**src/rtl/simplecpu_pkg.sv**
```systemverilog
// simplecpu_pkg: shared encodings for the simpleCPU control units
package simplecpu_pkg;

    typedef enum logic [2:0] {
        S_FETCH  = 3'd0,
        S_DECODE = 3'd1,
        S_EXEC   = 3'd2,
        S_MEM    = 3'd3,
        S_WB     = 3'd4,
        S_HALT   = 3'd7
    } state_t;

    typedef enum logic [3:0] {
        RTYPE,
        SHIFT,
        IMM,
        LUI,
        LOAD,
        STORE,
        BRANCH,
        JUMP,
        ILLEGAL
    } iclass_t;

    localparam logic [5:0] OP_RTYPE = 6'b000000;
    localparam logic [5:0] OP_J     = 6'b000010;
    localparam logic [5:0] OP_BEQ   = 6'b000100;
    localparam logic [5:0] OP_BNE   = 6'b000101;
    localparam logic [5:0] OP_ADDI  = 6'b001000;
    localparam logic [5:0] OP_ANDI  = 6'b001100;
    localparam logic [5:0] OP_ORI   = 6'b001101;
    localparam logic [5:0] OP_LUI   = 6'b001111;
    localparam logic [5:0] OP_LW    = 6'b100011;
    localparam logic [5:0] OP_SW    = 6'b101011;

    localparam logic [5:0] FN_ADD = 6'b100000;
    localparam logic [5:0] FN_SUB = 6'b100010;
    localparam logic [5:0] FN_AND = 6'b100100;
    localparam logic [5:0] FN_OR  = 6'b100101;
    localparam logic [5:0] FN_SLL = 6'b000000;
    localparam logic [5:0] FN_SRL = 6'b000010;
    localparam logic [5:0] FN_SRA = 6'b000011;

    localparam logic [1:0] ALUC_ADD = 2'b00;
    localparam logic [1:0] ALUC_SUB = 2'b01;
    localparam logic [1:0] ALUC_AND = 2'b10;
    localparam logic [1:0] ALUC_OR  = 2'b11;

    localparam logic [1:0] PCSRC_SEQ = 2'b00;
    localparam logic [1:0] PCSRC_BR  = 2'b10;
    localparam logic [1:0] PCSRC_J   = 2'b11;

    localparam logic [1:0] R2R_MEM = 2'b00;
    localparam logic [1:0] R2R_ALU = 2'b01;
    localparam logic [1:0] R2R_SH  = 2'b10;

endpackage

```
**src/rtl/ctrl_decode.sv**
```systemverilog
// ctrl_decode: maps op/func to an instruction class and datapath steering controls
module ctrl_decode
    import simplecpu_pkg::*;
(
    input  logic [5:0] op,
    input  logic [5:0] func,
    output iclass_t    iclass,
    output logic       Regrt,
    output logic       Se,
    output logic       Aluqb,
    output logic [1:0] Aluc,
    output logic [1:0] Reg2reg,
    output logic       Reglui,
    output logic       sArith,
    output logic       sRight
);

    // pure decode; steering holds in every FSM state so it depends only on op/func
    always_comb begin
        iclass  = ILLEGAL;
        Regrt   = 1'b0;
        Se      = 1'b0;
        Aluqb   = 1'b0;
        Aluc    = ALUC_ADD;
        Reg2reg = R2R_ALU;
        Reglui  = 1'b0;
        sArith  = 1'b0;
        sRight  = 1'b0;
        case (op)
            OP_RTYPE: begin
                Aluqb = 1'b1;
                case (func)
                    FN_ADD: iclass = RTYPE;
                    FN_SUB: begin
                        iclass = RTYPE;
                        Aluc   = ALUC_SUB;
                    end
                    FN_AND: begin
                        iclass = RTYPE;
                        Aluc   = ALUC_AND;
                    end
                    FN_OR: begin
                        iclass = RTYPE;
                        Aluc   = ALUC_OR;
                    end
                    FN_SLL: begin
                        iclass  = SHIFT;
                        Reg2reg = R2R_SH;
                    end
                    FN_SRL: begin
                        iclass  = SHIFT;
                        Reg2reg = R2R_SH;
                        sRight  = 1'b1;
                    end
                    FN_SRA: begin
                        iclass  = SHIFT;
                        Reg2reg = R2R_SH;
                        sRight  = 1'b1;
                        sArith  = 1'b1;
                    end
                    default: iclass = ILLEGAL;
                endcase
            end
            OP_ADDI: begin
                iclass = IMM;
                Regrt  = 1'b1;
                Se     = 1'b1;
            end
            OP_ANDI: begin
                iclass = IMM;
                Regrt  = 1'b1;
                Aluc   = ALUC_AND;
            end
            OP_ORI: begin
                iclass = IMM;
                Regrt  = 1'b1;
                Aluc   = ALUC_OR;
            end
            OP_LUI: begin
                iclass = LUI;
                Regrt  = 1'b1;
                Reglui = 1'b1;
            end
            OP_LW: begin
                iclass  = LOAD;
                Regrt   = 1'b1;
                Se      = 1'b1;
                Reg2reg = R2R_MEM;
            end
            OP_SW: begin
                iclass = STORE;
                Se     = 1'b1;
            end
            OP_BEQ, OP_BNE: begin
                iclass = BRANCH;
                Se     = 1'b1;
                Aluqb  = 1'b1;
                Aluc   = ALUC_SUB;
            end
            OP_J: iclass = JUMP;
            default: iclass = ILLEGAL;
        endcase
    end

endmodule

```
**src/rtl/multicycle_ctrl.sv**
```systemverilog
// multicycle_ctrl: FETCH/DECODE/EXEC/MEM/WB sequencer with retired-instruction counter
module multicycle_ctrl
    import simplecpu_pkg::*;
#(
    parameter int CNT_W           = 32,
    parameter bit HALT_ON_ILLEGAL = 1'b1
) (
    input  logic             clk,
    input  logic             pcrst,
    input  logic             run,
    input  logic [5:0]       op,
    input  logic [5:0]       func,
    input  logic             z,
    output logic             Irwr,
    output logic             Pcwr,
    output logic             Regrt,
    output logic             Se,
    output logic             Wreg,
    output logic             Aluqb,
    output logic [1:0]       Aluc,
    output logic             Wmem,
    output logic [1:0]       Pcsrc,
    output logic [1:0]       Reg2reg,
    output logic             Reglui,
    output logic             sArith,
    output logic             sRight,
    output logic [2:0]       state,
    output logic             halted,
    output logic [CNT_W-1:0] retired
);

    state_t  cur, nxt;
    iclass_t iclass;
    logic    taken;

    ctrl_decode u_dec (
        .op      (op),
        .func    (func),
        .iclass  (iclass),
        .Regrt   (Regrt),
        .Se      (Se),
        .Aluqb   (Aluqb),
        .Aluc    (Aluc),
        .Reg2reg (Reg2reg),
        .Reglui  (Reglui),
        .sArith  (sArith),
        .sRight  (sRight)
    );

    assign taken  = (op == OP_BEQ) ? z : ~z;
    assign Pcsrc  = (iclass == JUMP) ? PCSRC_J : (iclass == BRANCH && taken) ? PCSRC_BR : PCSRC_SEQ;
    assign state  = cur;
    assign halted = (cur == S_HALT);

    // state register; reset abandons any instruction in flight
    always_ff @(posedge clk or posedge pcrst) begin
        if (pcrst) cur <= S_FETCH;
        else       cur <= nxt;
    end

    // one count per completed instruction, marked by its single Pcwr
    always_ff @(posedge clk or posedge pcrst) begin
        if (pcrst)     retired <= '0;
        else if (Pcwr) retired <= retired + CNT_W'(1);
    end

    // next state and strobes; strobes are also held low while pcrst is high
    always_comb begin
        nxt  = cur;
        Irwr = 1'b0;
        Pcwr = 1'b0;
        Wreg = 1'b0;
        Wmem = 1'b0;
        if (!pcrst) begin
            case (cur)
                S_FETCH: begin
                    if (run) begin
                        Irwr = 1'b1;
                        nxt  = S_DECODE;
                    end
                end
                S_DECODE: begin
                    if (iclass == JUMP) begin
                        Pcwr = 1'b1;
                        nxt  = S_FETCH;
                    end else if (iclass == ILLEGAL) begin
                        if (HALT_ON_ILLEGAL) nxt = S_HALT;
                        else begin
                            Pcwr = 1'b1;
                            nxt  = S_FETCH;
                        end
                    end else nxt = S_EXEC;
                end
                S_EXEC: begin
                    if (iclass == BRANCH) begin
                        Pcwr = 1'b1;
                        nxt  = S_FETCH;
                    end else if (iclass == LOAD || iclass == STORE) nxt = S_MEM;
                    else nxt = S_WB;
                end
                S_MEM: begin
                    if (iclass == STORE) begin
                        Wmem = 1'b1;
                        Pcwr = 1'b1;
                        nxt  = S_FETCH;
                    end else nxt = S_WB;
                end
                S_WB: begin
                    Wreg = 1'b1;
                    Pcwr = 1'b1;
                    nxt  = S_FETCH;
                end
                S_HALT: nxt = S_HALT;
                default: nxt = S_FETCH;
            endcase
        end
    end

endmodule

```
**config.mk**
```make
export PLATFORM = sky130hd
export DESIGN_NAME = multicycle_ctrl
export DESIGN_NICKNAME = d
export VERILOG_FILES = /design/src/rtl/simplecpu_pkg.sv /design/src/rtl/ctrl_decode.sv /design/src/rtl/multicycle_ctrl.sv
export SDC_FILE = /design/constraint.sdc
export NUM_CORES = 1
export LEC_CHECK = 0
export ABC_AREA = 1
export CAP_MARGIN = 5
export CORE_AREA = 4 4 78 80
export CTS_BUF_LIST = sky130_fd_sc_hd__clkbuf_4 sky130_fd_sc_hd__clkbuf_8 sky130_fd_sc_hd__clkbuf_16
export CTS_CLUSTER_SIZE = 14
export DETAILED_ROUTE_END_ITERATION = 8
export DIE_AREA = 0 0 82 84
export PLACE_DENSITY_LB_ADDON = 0.15
export SYNTH_ARGS = -nofsm -noshare
export SYNTH_HDL_FRONTEND = slang
export SYNTH_SLANG_ARGS = --single-unit
```
**constraint.sdc**
```tcl
create_clock -name clk -period 3.3 [get_ports clk]
set_input_delay 0.825 -clock clk [delete_from_list [all_inputs] [get_ports clk]]
set_output_delay 0.825 -clock clk [all_outputs]
set_load 0.02 [all_outputs]
```
==> Changelog: implementation, run 1 <==
## Implementation

- Total track usage: 0.200
- Number of clock sinks: 35
- Register area share after synthesis: 0.331
- Met3 layer wire length in the routed design: 214 microns
- Die Area: ~7000 sq um
- Antenna violations before repair: 0
- Category of the critical setup timing path: input pin to primary output
- Worst-case register-to-register setup slack: 1.42 ns
- Type of destination of the critical path: primary output
- Critical-path maximum fanout: 3
- Post-placement worst setup slack: -0.170 ns
- Worst slew slack as a fraction of its limit: 0.661
- Ant diodes: 0
- Final hold violations: 0
- Number of nets with antenna violations after detailed routing: 0
- Result of the run: finished, final reports clean
- Clock tree from TritonCTS: done
- Leakage: 1.68 nW
- Hold Worst Slack: 0.543 ns
- Post-DR wirelength/cell: 12.6 microns
- Half-perimeter wire length of the detailed placement result: 5150 microns
- Root buf cell: sky130_fd_sc_hd__clkbuf_8
- Main area contributors after synthesis: sky130_fd_sc_hd__dfrtp_1 (33%), sky130_fd_sc_hd__nand2_1 (17%), sky130_fd_sc_hd__nor2_4 (7.2%), sky130_fd_sc_hd__nor2_1 (6.2%), sky130_fd_sc_hd__inv_1 (5.1%)
- Share of layout cells above drive strength 1: 0.157
- Post-synthesis async set-or-reset flop share: 1.00
- Log Warnings: 26
- Cell type contributing the most total cell area after synthesis: sky130_fd_sc_hd__dfrtp_1
- H-Tree Depth: 2
- Final count of negative-setup-slack endpoints: 0
- Maxcap violations: 0
- Latency at later pin: between 0.2 and 0.3 ns
- Slowest cell on the critical path: sky130_fd_sc_hd__clkdlybuf4s50_1
- Worst setup skew after layout: 0.00221 ns
- Pins over their slew limit: 0
- Final TNS setup: 0 ns
- Class of the tightest hold or removal check: register to register
- Flip-flops with a built-in enable: 0
- Data required time at the worst endpoint: 2.47 ns
- Actual slew at the worst max-slew pin: 0.509 ns
- Final setup margin: 0.0634 ns
- Count of synthesis-stage warnings from yosys: 0
- Vias per Instance: 4.88
- Met2 layer wire length in the routed design: 3010 microns
- Post-synthesis cell area: around 2600 sq um
- Power Density: 446 nW/um^2
- Wire length of the first global-routing pass: 11000 microns
- Top FF cell, synth: sky130_fd_sc_hd__dfrtp_1
- Detailed-router iteration count before antenna repair: 4
- Met3 usage: 0.0356
- Post-route non-filler standard cell count: just over 500
- Detailed-route wire length on metal 1: 3210 microns
- Most utilized layer in the global route result: met2
- Layout overhead on the synthesized area: 34.6%
- Cell count after placement: 512
- WP buf/inv: 4
- Clock Pin Slew Worst Setup and Hold Paths: 0.06 ns
- TritonCTS buffer count: 5
- Total core area: 5410 sq um
- Remaining Overflow, GRT: 0
- Area of all placed cells without fillers: 3560 sq um
- Avg Cell Area, Syn: around 7.3 sq um
- Stage delay of the slowest cell on the critical path: 0.56 ns
- Met1 track utilization from global routing: 0.291
- Post-synth net total: 379
- Area share of the leading cell type in the synthesized netlist: 0.331
- Die width: 82 microns
- Highest clock rate: 309 MHz
- Site Rows: 27
- Number of global-route vias before repair: 2392
- Total Power: 1.59 mW
- Ordered cell list for the critical path: clkdlybuf4s50_1, inv_1, nor2_1, buf_4, nand3_1, nand2_1, nor2_1, nand2_1, dlygate4sd2_1
- Distinct lib cells: 32
- Final worst-path cycle share: 0.981
- Initial standard-cell utilization of the core: 0.490
- Critical Path Start Type: input pin
run 1: cell families after synthesis:
group                    after synthesis  share of synthesized area
buffers and inverters                 42                     0.0713
flip-flops                            35                      0.331
AND/OR/NAND/NOR                      243                      0.460
AND-OR/OR-AND                         14                     0.0298
adder cells (fa/ha/maj)                1                    0.00472
XOR/XNOR                              27                      0.103
run 1: what timing repair did:
| item | 4_1_cts | 5_1_grt |
|---|---|---|
| pin swaps | 0 | 0 |
| resized | 12 | 5 |
| setup buffers | 0 | 0 |
| endpoints found under the setup margin | 12 | 3 |
run 1: final cells by class:
class                           count  area, sq um  share of cell area
Clock buffer                        6         76.3              0.0214
Inverter                           37          139              0.0390
Multi-Input combinational cell    285         1600               0.449
Sequential cell                    35          876               0.246
Tap cell                           72         90.1              0.0253
Timing Repair Buffer               83          785               0.220
run 1: worst paths after layout:
check,startpoint,to,cells after the start
max in group asynchronous,pcrst,retired[0],3
min in group asynchronous,pcrst,state[1],3
worst min-delay path,retired[14],retired[14],1
worst min register to register,retired[14],retired[14],1
worst max register to register,retired[1],retired[30],10
worst max-delay path,op[3],Regrt,9
run 1: state kept, by name, indices dropped and copies added (netlist names):
name and count:
retired 32, state 3
run 1: power by group:
part / leakage, nW / internal [mW] / total [mW] / switching [mW]
clock: 0.0406 / 0.149 / 0.288 / 0.140
sequential: 0.448 / 0.506 / 0.627 / 0.121
combinational: 1.19 / 0.281 / 0.673 / 0.393
total: 1.68 / 0.936 / 1.59 / 0.654
run 1: cell usage after synthesis, drive strengths merged, types with 4 or more instances:
| library cell | count |
|---|---|
| inv | 37 |
| o21ai | 11 |
| nor2 | 67 |
| nand2 | 129 |
| xor2 | 19 |
| nand3 | 22 |
| nor3 | 11 |
| dfrtp | 35 |
| buf | 4 |
| xnor2 | 8 |
| nand4 | 9 |
run 1: layout by cell type, fill, tap and decap left out, types with 2 or more instances in the layout:
cell                              netlist  layout
sky130_fd_sc_hd__nand2_1              119     119
sky130_fd_sc_hd__clkdlybuf4s50_1        0      53
sky130_fd_sc_hd__nor2_1                44      44
sky130_fd_sc_hd__inv_1                 36      36
sky130_fd_sc_hd__dfrtp_1               35      35
sky130_fd_sc_hd__nor2_4                17      18
sky130_fd_sc_hd__nand3_1               18      17
sky130_fd_sc_hd__buf_4                  2      16
sky130_fd_sc_hd__xor2_1                14      14
sky130_fd_sc_hd__dlygate4sd2_1          0      11
sky130_fd_sc_hd__nor3_1                10       9
sky130_fd_sc_hd__nand4_1                8       8
sky130_fd_sc_hd__xnor2_1                8       8
sky130_fd_sc_hd__nand2_2                7       7
sky130_fd_sc_hd__o21ai_0                7       7
sky130_fd_sc_hd__nand3_2                4       5
sky130_fd_sc_hd__xor2_2                 5       5
sky130_fd_sc_hd__clkbuf_8               0       5
sky130_fd_sc_hd__nor2_2                 5       4
sky130_fd_sc_hd__nand2_4                3       3
sky130_fd_sc_hd__o21ai_1                3       3
sky130_fd_sc_hd__dlymetal6s2s_1         0       3
sky130_fd_sc_hd__nor3_2                 1       2
sky130_fd_sc_hd__nor4_1                 2       2
sky130_fd_sc_hd__o211ai_1               2       2
sky130_fd_sc_hd__nand3b_1               2       2
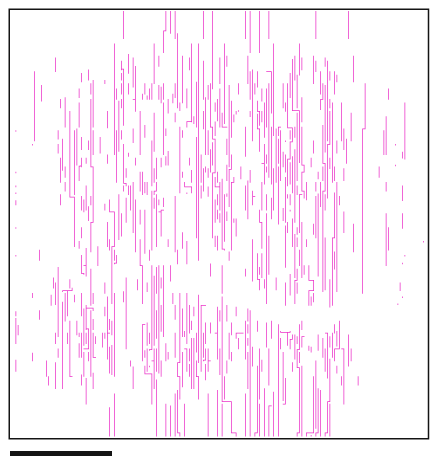
Run 1: met2 routing
Bar = 20 microns.
main direction: vertical
share of all routed wire: 46%
final wirelength: 6540 microns
via count: 2528
met2 usage in global routing: 0.301

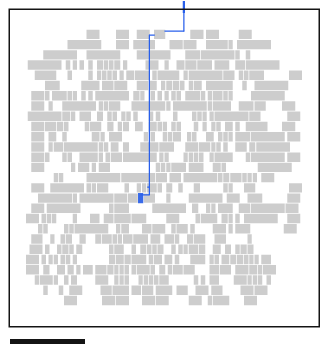
Run 1: I/O nets highlighted
Bar = 20 microns.
[blue] Pcwr | bits: 1 | direction: output | edge: top | end cells: 1 | wire: 57.1 microns
number of placed I/O pins: 68
PortBufs: 67

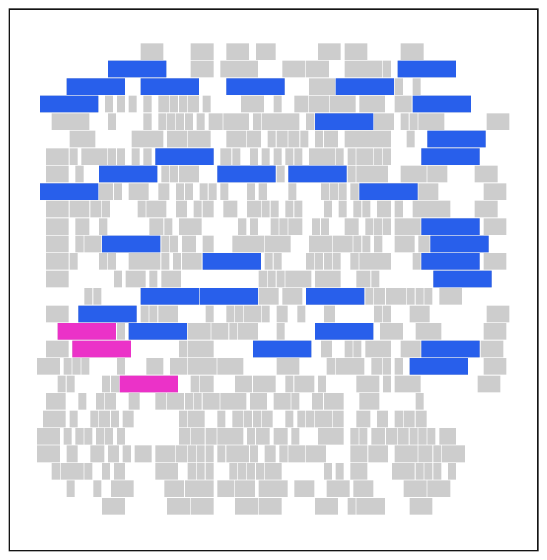
Run 1: sequential cells coloured by netlist name
[magenta] state | flops: 3
[blue] retired | flops: 32
sequential cell area: 876 sq um
core utilization of the finished layout: 0.659
fraction of area in registers: 0.246

Run 1, signal wires by layer:
Two of the layers only.
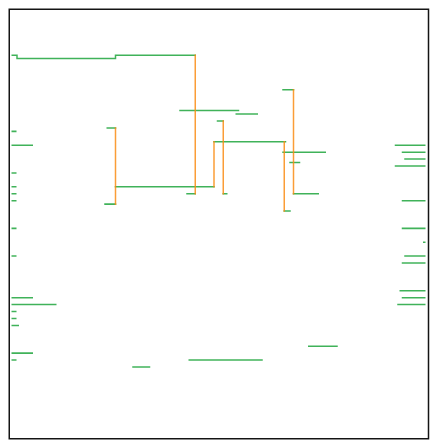

==> run 1 -> run 2 <==
- CORE_AREA: 4 4 78 80 -> 2 2 76 78
- DIE_AREA: 0 0 82 84 -> 0 0 78 80
- SETUP_SLACK_MARGIN: default -> 0.3
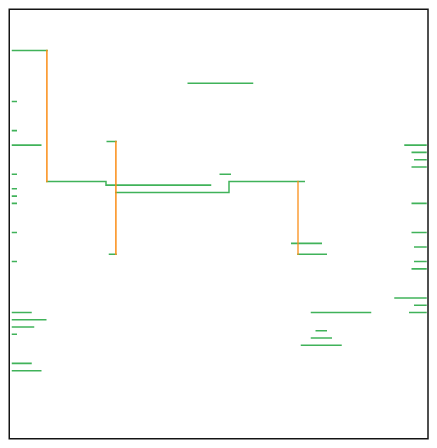
Run 2: signal wires by layer
Two of the layers only.
[orange] met4 | wire length: 59.2 microns
[green] met3 | wire length: 194 microns
post-DR wirelength/cell: 12.8 microns
via count: 2533

==> run 2 against run 1 <==
Sequential power is essentially flat. Synthesized cell count unchanged. Combinational power about the same. Maximum frequency is 9.0% higher. Global-route usage rose by 2.8 points. Largest cell class unchanged.
==> Changelog: implementation, run 2 <==
## Implementation

- Result of the run: finished, final reports clean
- Initial standard-cell utilization of the core: 0.490 (unchanged)
- Power Density: 459 nW/um^2 (+3.1%)
- Final worst-path cycle share: 0.900 (-0.0808)
- Latency at later pin: 0.29 ns (about the same)
- Max FFs per register: 32 (unchanged)
- Hold path startpoint: retired[14]
- Yosys stat chip area: roughly 2600 sq um
- Pins over their slew limit: 0 (unchanged)
- Length in cells of the worst reg-to-reg path: 10 (unchanged)
- Wire length of the first global-routing pass: 11300 microns (+3.0%)
- Clock Pin Slew Worst Setup and Hold Paths: 0.07 ns (about the same)
- GP Congestion: 0.896
- Most instantiated logic cells after routing: sky130_fd_sc_hd__nand2_1 (117), sky130_fd_sc_hd__clkdlybuf4s50_1 (46), sky130_fd_sc_hd__nor2_1 (42)
- Root buf cell: sky130_fd_sc_hd__clkbuf_8
- Top cell type by instance count after synthesis: sky130_fd_sc_hd__nand2_1
- Chip Height: 80 microns
- Top logic cell by instance count in the layout: sky130_fd_sc_hd__nand2_1
- Post-synth net total: 379 (unchanged)
- Cts hold-fix bufs: 0
- Layout overhead on the synthesized area: 35.5%
- Critical-path maximum fanout: 3 (unchanged)
- Ordered cell list for the critical path: clkdlybuf4s50_1, inv_1, nor2_1, nand3_1, o21ai_0, dlygate4sd2_1
- Total track usage: 0.228 (+0.0284)
- TritonCTS buffer count: 5 (unchanged)
- Critical Path Start Type: input pin
- Post-detailed-route DRC marker count: 0
- Commonest cells post-synth: sky130_fd_sc_hd__nand2_1 (119), sky130_fd_sc_hd__nor2_1 (44), sky130_fd_sc_hd__inv_1 (36)
- Post-synthesis async set-or-reset flop share: 1.00 (unchanged)
- Core utilization of the finished layout: 0.664 (+0.00440)
- Share of layout cells above drive strength 1: 0.186 (+0.0287)
- Number of nets with antenna violations after detailed routing: 0 (unchanged)
- Highest clock rate: 337 MHz (+9.0%)
- Synthesized instance count: 362
- Type of destination of the critical path: primary output
- Half-perimeter wire length of the detailed placement result: 5110 microns (-0.80%)
- Violation count after the first detailed-routing iteration: between 100 and 150
- Vias per Instance: 4.88 (about the same)
- Number of global-route vias before repair: 2510 (+4.9%)
- Log Warnings: 28 (+7.7%)
- Avg Cell Area, Syn: 7.32 sq um (unchanged)
- Post-synthesis cell area: 2650 sq um (unchanged)
- Category of the critical setup timing path: input pin to primary output
- Final count of negative-setup-slack endpoints: 0 (unchanged)
- Reg2reg start: retired[1]
- Largest net degree at the start of global routing: 36
- Area share of the leading cell type in the synthesized netlist: 0.331 (unchanged)
- Remaining Overflow, GRT: 0 (unchanged)
- Stage delay of the slowest cell on the critical path: 0.48 ns (-0.08 ns)
- Distinct lib cells: 32 (unchanged)
- Hold Worst Slack: 0.536 ns (-0.00635 ns)
- Worst setup skew after layout: 0.00473 ns (+0.00252 ns)
- Final wirelength: 6650 microns (+1.7%)
- Setup repair after global routing missed its margin: yes
- Actual slew at the worst max-slew pin: 0.517 ns (+0.00811 ns)
- Top FF cell, synth: sky130_fd_sc_hd__dfrtp_1
- Site Rows: 27 (unchanged)
- Final Critical Period: 2.97 ns
- Hold Crit Endpoint: retired[14]
- Destination of the worst register-to-register timing path: retired[30]
- Flip-flops with a built-in enable: 0 (unchanged)
- Detailed-router iteration count before antenna repair: 4 (unchanged)
- Main area contributors after synthesis: sky130_fd_sc_hd__dfrtp_1 (33%), sky130_fd_sc_hd__nand2_1 (17%), sky130_fd_sc_hd__nor2_4 (7.2%), sky130_fd_sc_hd__nor2_1 (6.2%), sky130_fd_sc_hd__inv_1 (5.1%)
- Die Area: 6240 sq um (-9.4%)
- Register area share after synthesis: 0.331 (unchanged)
- WP data arrival: 2.14 ns
- Final TNS setup: 0 ns (unchanged)
- Clock buffer depth: 2
- Data required time at the worst endpoint: 2.47 ns (about the same)
- Class of the tightest hold or removal check: register to register
- Final hold violations: 0 (unchanged)
- Final net count: approximately 460
- Number of placed I/O pins: 68 (unchanged)
- Worst-case register-to-register setup slack: 1.46 ns (+0.04 ns)
- Worst slew slack as a fraction of its limit: 0.655 (-0.00540)
- Flops after synth: 35
- Cell type contributing the most total cell area after synthesis: sky130_fd_sc_hd__dfrtp_1
- Maxcap violations: 0 (unchanged)
- Ant diodes: 0 (unchanged)
- Number of cells traversed by the worst hold path: 1 (unchanged)
- Antenna violations before repair: 0 (unchanged)
- Clock tree from TritonCTS: done
- H-Tree Depth: 2 (unchanged)
- PortBufs: 67 (unchanged)
- Number of clock sinks: 35 (unchanged)
- Peak supply drop: 0.000312 V
- Slowest cell on the critical path: sky130_fd_sc_hd__clkdlybuf4s50_1
- Leakage: 1.65 nW (-1.4%)
- Die width: 78 microns (-4.9%)
- Count of synthesis-stage warnings from yosys: 0 (unchanged)
- Number of cell instances after yosys synthesis: roughly 360
- Gate family responsible for the most delay along the worst path: buffers and inverters
- Total core area: 5410 sq um (unchanged)
- WP buf/inv: 3 (-1)
- Register bank with the most flops: retired
## run 2: cell counts after synthesis
Identical to the previous run, type by type.
## run 2: logic make-up (layout without fill, tap and decap cells)
kind of cell / count (synthesis) / in the layout / synth area share
buffers and inverters: 42 / 127 / 0.0713
flip-flops: 35 / 35 / 0.331
AND-OR/OR-AND: 14 / 14 / 0.0298
XOR/XNOR: 27 / 27 / 0.103
AND/OR/NAND/NOR: 243 / 243 / 0.460
adder cells (fa/ha/maj): 1 / 1 / 0.00472
## run 2: worst max-delay path by stage
stage / startpoint / end / slack (ns) / cells after the start
after floorplan: pcrst / Pcwr / 0.40 / 4
after global placement: op[5] / Pcsrc[1] / -0.13 / 7
after detailed placement: op[2] / Aluc[0] / -0.18 / 7
after CTS: op[3] / Aluc[0] / 0.20 / 7
after global routing: func[3] / Aluc[0] / 0.27 / 5
final: func[5] / Aluc[1] / 0.33 / 6
## run 2: through the flow
step	cells	area (sq um)	total power, mW	setup slack, ns
global placement	510	3460	1.30	-0.127
floorplan	362	2650	1.03	0.399
CTS	519	3580	1.66	0.200
detailed placement	510	3460	1.31	-0.178
finish	519	3590	1.65	0.330
global route	519	3590	1.76	0.266
## run 2: cell type report
| type | instances | area, sq um |
|---|---|---|
| Fill cell | 514 | 1820 |
| Multi-Input combinational cell | 285 | 1620 |
| Sequential cell | 35 | 876 |
| Timing Repair Buffer | 82 | 759 |
| Inverter | 37 | 139 |
| Clock buffer | 8 | 104 |
| Tap cell | 72 | 90.1 |
## run 2: report_power, final
part | switching, mW | internal, mW | total (mW)
clock network | 0.153 | 0.199 | 0.351
logic | 0.392 | 0.277 | 0.670
registers | 0.122 | 0.506 | 0.628
## run 2: what timing repair did
action	4_1_cts	5_1_grt
pin swaps	1	0
buffers inserted	1	0
gates resized	42	6
endpoints found under the setup margin	15	12
## run 2: metal layers
layer / global-route usage / vias up / share of wire
met3: 0.0373 / 7 / 0.029
met5: 0 / - / 0
met4: 0.0544 / 0 / 0.0089
met2: 0.390 / 47 / 0.48
met1: 0.305 / 1184 / 0.49
li1: - / 1295 / -
==> run 2 -> run 3 <==
- HOLD_SLACK_MARGIN: default -> 0.06
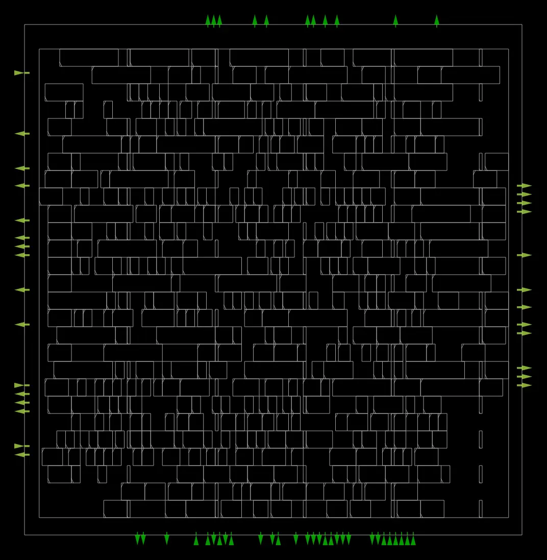
Run 3: cell placement
fraction of area in registers: 0.244
number of sequential cells in the layout: 35
tap cell count: 72
post-route non-filler standard cell count: 519
Site Rows: 27

==> run 3 against run 2 <==
Worst hold slack unchanged. Highest routed layer unchanged. Area after synthesis unchanged. Routed wire length did not move. Critical endpoint unchanged. Worst setup slack unchanged. Flip-flop count unchanged.
==> Changelog: implementation, run 3 <==
## Implementation

- Violation count after the first detailed-routing iteration: 110 (unchanged)
- Synthesized instance count: 362 (unchanged)
- Post-synthesis async set-or-reset flop share: 1.00 (unchanged)
- Share of layout cells above drive strength 1: 0.186 (unchanged)
- Area share of and/or/nand/nor cells after synthesis: 0.460 (unchanged)
- Final hold violations: 0 (unchanged)
- Total core area: 5410 sq um (unchanged)
- Core utilization of the finished layout: 0.664 (unchanged)
- Top cell type by instance count after synthesis: sky130_fd_sc_hd__nand2_1
- H-Tree Depth: 2 (unchanged)
- Max FFs per register: 32 (unchanged)
- Clock Pin Slew Worst Setup and Hold Paths: 0.07 ns (about the same)
- Final setup margin: 0.330 ns (unchanged)
- Register bank with the most flops: retired
- Area fraction in full adders, half adders and majority gates: 0.00472 (unchanged)
- Hold Worst Slack: 0.536 ns (unchanged)
- Commonest cells post-synth: sky130_fd_sc_hd__nand2_1 (119), sky130_fd_sc_hd__nor2_1 (44), sky130_fd_sc_hd__inv_1 (36)
- Category of the critical setup timing path: input pin to primary output
- Remaining Overflow, GRT: 0 (unchanged)
- Root buf cell: sky130_fd_sc_hd__clkbuf_8
- Final count of negative-setup-slack endpoints: 0 (unchanged)
- Leakage: 1.65 nW (unchanged)
- Via count: 2533 (unchanged)
- Die width: 78 microns (unchanged)
- Half-perimeter wire length of the detailed placement result: 5110 microns (unchanged)
- Sequential cell area: 876 sq um (unchanged)
- Stage delay of the slowest cell on the critical path: 0.48 ns (about the same)
- Result of the run: finished, final reports clean
- Post-synthesis cell area: 2650 sq um (unchanged)
- Sw power: 0.667 mW (unchanged)
- Post-placement worst setup slack: -0.178 ns (unchanged)
- Setup repair after global routing missed its margin: yes
- Largest net degree at the start of global routing: 36 (unchanged)
- WP buf/inv: 3 (unchanged)
- Total track usage: 0.228 (unchanged)
- Layout overhead on the synthesized area: 35.5% (unchanged)
- Gate family responsible for the most delay along the worst path: buffers and inverters
- Total area of multi-input combinational cells: 1620 sq um (unchanged)
- Clock buffer depth: 2 (unchanged)
- TritonCTS buffer count: 5 (unchanged)
- Post-DR wirelength/cell: 12.8 microns (unchanged)
- Part of the power in registers: 0.381 (about the same)
- Number of placed I/O pins: 68 (unchanged)
- Main area contributors after synthesis: sky130_fd_sc_hd__dfrtp_1 (33%), sky130_fd_sc_hd__nand2_1 (17%), sky130_fd_sc_hd__nor2_4 (7.2%), sky130_fd_sc_hd__nor2_1 (6.2%), sky130_fd_sc_hd__inv_1 (5.1%)
- Int Power: 0.982 mW (unchanged)
- Final Critical Period: 2.97 ns (unchanged)
- Switching Fraction: 0.404 (unchanged)
- Type of destination of the critical path: primary output
- Distinct lib cells: 32 (unchanged)
- Clock share of power: 0.213 (about the same)
- Proportion of power drawn by combinational gates: 0.406 (about the same)
- Log Warnings: 28 (unchanged)
- Peak supply drop: 0.000312 V (unchanged)
- Post-synthesis compound-gate area fraction: 0.0298 (unchanged)
- Top logic cell by instance count in the layout: sky130_fd_sc_hd__nand2_1
- Die Area: 6240 sq um (unchanged)
- Number of cell instances after yosys synthesis: 362 (unchanged)
- Highest clock rate: 337 MHz (unchanged)
- Pins over their slew limit: 0 (unchanged)
- Vias per Instance: 4.88 (unchanged)
- Data required time at the worst endpoint: 2.47 ns (about the same)
- Number of clock sinks: 35 (unchanged)
- Critical Path Start Type: input pin
- Power Density: 459 nW/um^2 (unchanged)
- Final wirelength: 6650 microns (unchanged)
- Ordered cell list for the critical path: clkdlybuf4s50_1, inv_1, nor2_1, nand3_1, o21ai_0, dlygate4sd2_1
- Critical-path maximum fanout: 3 (unchanged)
- Slowest cell on the critical path: sky130_fd_sc_hd__clkdlybuf4s50_1
- Count of synthesis-stage warnings from yosys: 0 (unchanged)
- Initial standard-cell utilization of the core: 0.490 (unchanged)
- Register area share after synthesis: 0.331 (unchanged)
- Final-layout fill cell count: 514 (unchanged)
- Ant diodes: 0 (unchanged)
- Yosys stat chip area: 2650 sq um (unchanged)
- Xor/xnor share of the synthesized area: 0.103 (unchanged)
- Top FF cell, synth: sky130_fd_sc_hd__dfrtp_1
- Detailed-router iteration count before antenna repair: 4 (unchanged)
-- run 3: cell counts after synthesis --
Identical to the previous run, type by type.
-- run 3: cell families after synthesis --
group,after synthesis
AOI/OAI and AO/OA,14
xor gates and xnor gates,27
adders and majority gates,1
buffers and inverters,42
DFF,35
and+or+nand+nor,243
-- run 3: stage by stage --
step | area [sq um] | instances | power [mW] | TNS [ns]
floorplan | 2650 | 362 | 1.03 | 0
global placement | 3460 | 510 | 1.30 | -0.664
detailed placement | 3460 | 510 | 1.31 | -0.934
CTS | 3580 | 519 | 1.66 | 0
global route | 3590 | 519 | 1.76 | 0
finish | 3590 | 519 | 1.65 | 0
-- run 3: worst register-to-register path, cell delays in order (launching register included) --
cell	delay (ns)
sky130_fd_sc_hd__dfrtp_1	0.42
sky130_fd_sc_hd__ha_1	0.29
sky130_fd_sc_hd__nand3_2	0.17
sky130_fd_sc_hd__nor2_4	0.18
sky130_fd_sc_hd__nand2_4	0.12
sky130_fd_sc_hd__nor2_8	0.13
sky130_fd_sc_hd__nand2_4	0.09
sky130_fd_sc_hd__nor2_4	0.13
sky130_fd_sc_hd__nand2_2	0.06
sky130_fd_sc_hd__o21ai_2	0.10
sky130_fd_sc_hd__nand2_1	0.06
-- run 3: per-layer routing --
| metal | GRT usage | vias to the layer above | wire length, microns |
|---|---|---|---|
| li1 | - | 1295 | - |
| met1 | 0.305 | 1184 | 3230 |
| met3 | 0.0373 | 7 | 193 |
| met5 | 0 | - | 0 |
| met2 | 0.390 | 47 | 3170 |
| met4 | 0.0544 | 0 | 59 |
-- run 3: layout make-up --
type / instances / share of cell area
clock buffers: 8 / 0.0289
well taps: 72 / 0.0251
inverters: 37 / 0.0387
repair buffers: 82 / 0.212
multi-input cells: 285 / 0.452
flip-flops and latches: 35 / 0.244
-- run 3: power by group through the flow --
stage / combinational, mW / sequential (mW) / clock (mW)
finish: 0.670 / 0.628 / 0.351
global route: 0.740 / 0.643 / 0.382
CTS: 0.673 / 0.627 / 0.360
detailed placement: 0.674 / 0.634 / 0
global placement: 0.665 / 0.630 / 0
floorplan: 0.330 / 0.704 / 0
-- run 3: path summary, 6_finish.rpt --
path | startpoint | to | slack, ns | cells after the start
min in group asynchronous | pcrst | state[2] | 1.18 | 3
worst min-delay path | retired[14] | retired[14] | 0.54 | 1
worst min register to register | retired[14] | retired[14] | 0.54 | 1
worst max register to register | retired[1] | retired[30] | 1.46 | 10
worst max-delay path | func[5] | Aluc[1] | 0.33 | 6
max in group asynchronous | pcrst | retired[14] | 1.79 | 3
-- run 3: repair_timing --
item | CTS | global route
hold buffers | 0 | 0
endpoints found under the setup margin | 15 | 12
pin swaps | 1 | 0
setup buffers | 1 | 0
gates resized | 42 | 6
hold endpoints to repair | 0 | 0
cloned | 0 | 0
Power and IR drop assume default switching activity.
